==> config.mk <==
export PLATFORM = sky130hd
export DESIGN_NAME = rs_dispatch
export DESIGN_NICKNAME = d
export VERILOG_FILES = /design/src/rtl/rs_dispatch.sv
export SDC_FILE = /design/constraint.sdc
export NUM_CORES = 1
export LEC_CHECK = 0
export CORE_MARGIN = 3
export CORE_UTILIZATION = 45
export CTS_BUF_LIST = sky130_fd_sc_hd__clkbuf_16
export CTS_CLUSTER_DIAMETER = 50
export DETAILED_ROUTE_END_ITERATION = 10
export GPL_TIMING_DRIVEN = 0
export PLACE_DENSITY = 0.67
export SKIP_LAST_GASP = 1
export SLEW_MARGIN = 20
export SYNTH_ARGS = -nofsm -noshare
export SYNTH_HDL_FRONTEND = slang
export SYNTH_SLANG_ARGS = --single-unit
==> constraint.sdc <==
create_clock -name clk1 -period 4.7 [get_ports clk1]
set_clock_uncertainty 0.1 [all_clocks]
set_input_delay 0.47 -clock clk1 [delete_from_list [all_inputs] [get_ports clk1]]
set_output_delay 0.47 -clock clk1 [all_outputs]
set_load 0.1 [all_outputs]
==> src/rtl/rs_dispatch.sv <==
// Reservation station: holds issued instructions, snoops the CDB for pending operands and
// dispatches ready entries over a valid/ready port. Optional RS_OLDEST_FIRST_EN selects oldest-ready.
module rs_dispatch #(
  parameter int DEPTH = 4,
  parameter int TAG_W = 3
) (
  input  logic             clk1,
  input  logic             rst,
  input  logic             flush,
  input  logic             issue_valid,
  output logic             issue_ready,
  input  logic [3:0]       issue_func,
  input  logic [3:0]       issue_rd,
  input  logic [TAG_W-1:0] issue_rob,
  input  logic             issue_rs1_rdy,
  input  logic             issue_rs2_rdy,
  input  logic [7:0]       issue_rs1_val,
  input  logic [7:0]       issue_rs2_val,
  input  logic [TAG_W-1:0] issue_rs1_tag,
  input  logic [TAG_W-1:0] issue_rs2_tag,
  input  logic             cdb_valid,
  input  logic [TAG_W-1:0] cdb_tag,
  input  logic [7:0]       cdb_data,
  output logic             disp_valid,
  input  logic             disp_ready,
  output logic [7:0]       rs1_data,
  output logic [7:0]       rs2_data,
  output logic [3:0]       func,
  output logic [3:0]       rd,
  output logic [TAG_W-1:0] rob_ind,
  output logic [3:0]       occupancy
);

  localparam int IDX_W = (DEPTH > 1) ? $clog2(DEPTH) : 1;

  logic [DEPTH-1:0] busy;
  logic [DEPTH-1:0] r1_rdy;
  logic [DEPTH-1:0] r2_rdy;
  logic [3:0]       e_func [DEPTH];
  logic [3:0]       e_rd   [DEPTH];
  logic [TAG_W-1:0] e_rob  [DEPTH];
  logic [7:0]       r1_val [DEPTH];
  logic [7:0]       r2_val [DEPTH];
  logic [TAG_W-1:0] r1_tag [DEPTH];
  logic [TAG_W-1:0] r2_tag [DEPTH];

  logic             hold_valid;
  logic [IDX_W-1:0] hold_idx;

  logic [DEPTH-1:0] rdy_vec;
  logic [IDX_W-1:0] free_idx;
  logic [IDX_W-1:0] pick_idx;
  logic [IDX_W-1:0] sel_idx;
  logic [3:0]       occ_cnt;
  logic             issue_fire;
  logic             disp_fire;
  logic             byp1;
  logic             byp2;

`ifdef RS_OLDEST_FIRST_EN
  // age[i][j] set means entry i was issued before entry j
  logic [DEPTH-1:0] age [DEPTH];
  logic             oldest;
`endif

  always_comb begin
    occ_cnt  = '0;
    free_idx = '0;
    rdy_vec  = busy & r1_rdy & r2_rdy;
    for (int i = 0; i < DEPTH; i++) occ_cnt = occ_cnt + 4'(busy[i]);
    for (int i = DEPTH - 1; i >= 0; i--) begin
      if (!busy[i]) free_idx = IDX_W'(i);
    end
  end

`ifdef RS_OLDEST_FIRST_EN
  always_comb begin
    pick_idx = '0;
    oldest   = 1'b0;
    for (int i = 0; i < DEPTH; i++) begin
      oldest = rdy_vec[i];
      for (int j = 0; j < DEPTH; j++) begin
        if (j != i && rdy_vec[j] && !age[i][j]) oldest = 1'b0;
      end
      if (oldest) pick_idx = IDX_W'(i);
    end
  end
`else
  always_comb begin
    pick_idx = '0;
    for (int i = DEPTH - 1; i >= 0; i--) begin
      if (rdy_vec[i]) pick_idx = IDX_W'(i);
    end
  end
`endif

  // A held entry stays ready until accepted, so |rdy_vec also covers the held case
  always_comb begin
    sel_idx     = hold_valid ? hold_idx : pick_idx;
    disp_valid  = |rdy_vec;
    issue_ready = (occ_cnt < 4'(DEPTH));
    occupancy   = occ_cnt;
    issue_fire  = issue_valid && issue_ready;
    disp_fire   = disp_valid && disp_ready;
    byp1        = !issue_rs1_rdy && cdb_valid && (issue_rs1_tag == cdb_tag);
    byp2        = !issue_rs2_rdy && cdb_valid && (issue_rs2_tag == cdb_tag);
    rs1_data    = '0;
    rs2_data    = '0;
    func        = '0;
    rd          = '0;
    rob_ind     = '0;
    if (disp_valid) begin
      rs1_data = r1_val[sel_idx];
      rs2_data = r2_val[sel_idx];
      func     = e_func[sel_idx];
      rd       = e_rd[sel_idx];
      rob_ind  = e_rob[sel_idx];
    end
  end

  always_ff @(posedge clk1 or posedge rst) begin
    if (rst) begin
      busy       <= '0;
      r1_rdy     <= '0;
      r2_rdy     <= '0;
      hold_valid <= 1'b0;
      hold_idx   <= '0;
      for (int i = 0; i < DEPTH; i++) begin
        e_func[i] <= '0;
        e_rd[i]   <= '0;
        e_rob[i]  <= '0;
        r1_val[i] <= '0;
        r2_val[i] <= '0;
        r1_tag[i] <= '0;
        r2_tag[i] <= '0;
`ifdef RS_OLDEST_FIRST_EN
        age[i]    <= '0;
`endif
      end
    end else if (flush) begin
      busy       <= '0;
      hold_valid <= 1'b0;
    end else begin
      for (int i = 0; i < DEPTH; i++) begin
        if (busy[i] && !r1_rdy[i] && cdb_valid && r1_tag[i] == cdb_tag) begin
          r1_rdy[i] <= 1'b1;
          r1_val[i] <= cdb_data;
        end
        if (busy[i] && !r2_rdy[i] && cdb_valid && r2_tag[i] == cdb_tag) begin
          r2_rdy[i] <= 1'b1;
          r2_val[i] <= cdb_data;
        end
      end

      if (disp_fire) begin
        busy[sel_idx] <= 1'b0;
        hold_valid    <= 1'b0;
      end else if (disp_valid) begin
        hold_valid <= 1'b1;
        hold_idx   <= sel_idx;
      end

      // The issue slot is never busy, so these writes cannot collide with snoop or dispatch
      if (issue_fire) begin
        busy[free_idx]   <= 1'b1;
        e_func[free_idx] <= issue_func;
        e_rd[free_idx]   <= issue_rd;
        e_rob[free_idx]  <= issue_rob;
        r1_rdy[free_idx] <= issue_rs1_rdy | byp1;
        r2_rdy[free_idx] <= issue_rs2_rdy | byp2;
        r1_val[free_idx] <= byp1 ? cdb_data : issue_rs1_val;
        r2_val[free_idx] <= byp2 ? cdb_data : issue_rs2_val;
        r1_tag[free_idx] <= issue_rs1_tag;
        r2_tag[free_idx] <= issue_rs2_tag;
`ifdef RS_OLDEST_FIRST_EN
        for (int j = 0; j < DEPTH; j++) begin
          age[free_idx][j] <= 1'b0;
          age[j][free_idx] <= (j != int'(free_idx));
        end
`endif
      end
    end
  end

endmodule
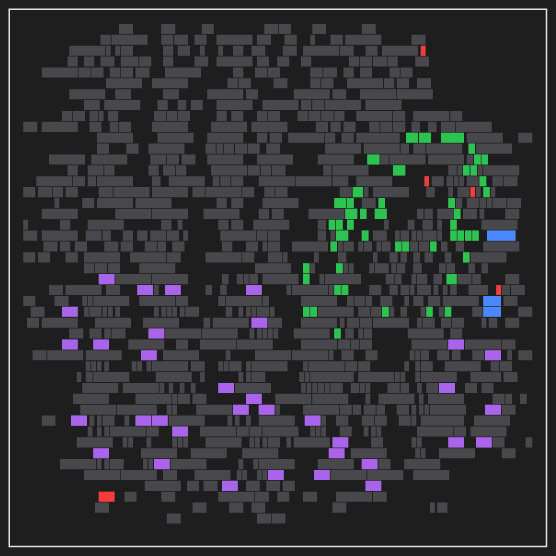
*Gate families picked out*
(4 px per um)
- red: inv cells (cells 5)
- blue: fa/ha/maj cells (cells 3)
- green: aoi and oai cells (cells 48)
- purple: mux cells (cells 34)
Comb area share: 0.383
non-filler cells in the finished layout: 1013
commonest non-fill, non-tap cell in the layout: dfrtp_1

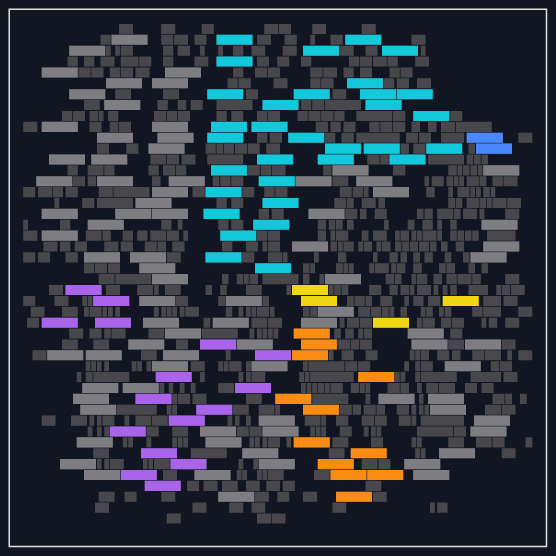
*Sequential cells grouped by signal name*
(4 px per um)
- orange: `r1_tag` (sequential cells 12; where bottom centre)
- blue: `hold_idx` (sequential cells 2)
- cyan: `r2_val` (sequential cells 32; where top centre)
- purple: `e_rd` (sequential cells 16)
- yellow: `r2_rdy` (sequential cells 4)
- not coloured: 81
flop share of the area: 0.411
sequential power: 1.66 mW
Register Area: 3680 um^2

==> impl_metrics.json <==
{
  "ant_nets": 0,
  "rsz0062_at_grt": "no",
  "vdd_drop_max_v": 0.000280,
  "ctsHtreeMaxLevel": 4,
  "clk_pin_slew_ns": 0.06,
  "relSlewSlack": 0.239,
  "grt_max_degree": 98,
  "numCtsBuffers": 17,
  "intPower_mw": 2.66,
  "edf_count": 0,
  "layout-drive-gt1-share": 0.143,
  "fa_ha_area_frac": 0.00612,
  "syn_avg_cell_area_um2": 10.6,
  "worst_path_most_repeated_cell": "buf_2",
  "taps": 216,
  "n_all_inverters": 5,
  "clock.latency.late_pin_ns": 0.43,
  "outcome": "finished, final reports clean",
  "num_rows": 46,
  "ys_seq_frac": 0.499,
  "maxPowerGroup": "sequential cells",
  "warnings": 26,
  "top_regs": "r1_val x32, r2_val x32",
  "ff_type": "dfrtp_1",
  "ys_area_um2": 7360,
  "worstSetupEndpoint": "rs2_data[3]",
  "wl_met1_um": 9400,
  "clock-root-buffer": "clkbuf_16",
  "max_slew.worst_pin.slew_ns": 1.14,
  "p_clk_mw": 1.37,
  "worstPathMaxFanout": 10,
  "grt_first_pass_wirelength_um": 35000,
  "drv_slew": 0,
  "routed.top_layer": "met4",
  "nonClockBufferCount": 127,
  "grt_util_met1": 0.337,
  "combPwrFrac": 0.190
}
-- kinds of logic (layout without fill, tap and decap cells) --
logic type,count (synthesis),count (layout)
multiplexers,34,34
AND/OR/NAND/NOR,199,199
flip-flops,147,147
other,1,1
buffers and inverters,59,164
AND-OR/OR-AND,219,219
XOR/XNOR,30,30
adder cells (fa/ha/maj),3,3
-- per-stage QoR --
stage | util | setup TNS, ns | hold WS, ns | setup WS (ns) | instance area [um^2]
2_1_floorplan | - | 0 | 0.346 | 0.179 | 7360
3_3_place_gp | 0.524 | -240.50 | 0.359 | -1.65 | 8360
3_5_place_dp | 0.526 | 0 | 0.364 | 0.398 | 8390
4_1_cts | 0.562 | 0 | 0.350 | 0.00301 | 8950
5_1_grt | 0.562 | 0 | 0.380 | 0.0370 | 8960
6_report | 0.562 | 0 | 0.347 | 0.160 | 8960
No activity file was given, so power comes from the tool's default toggle rates.
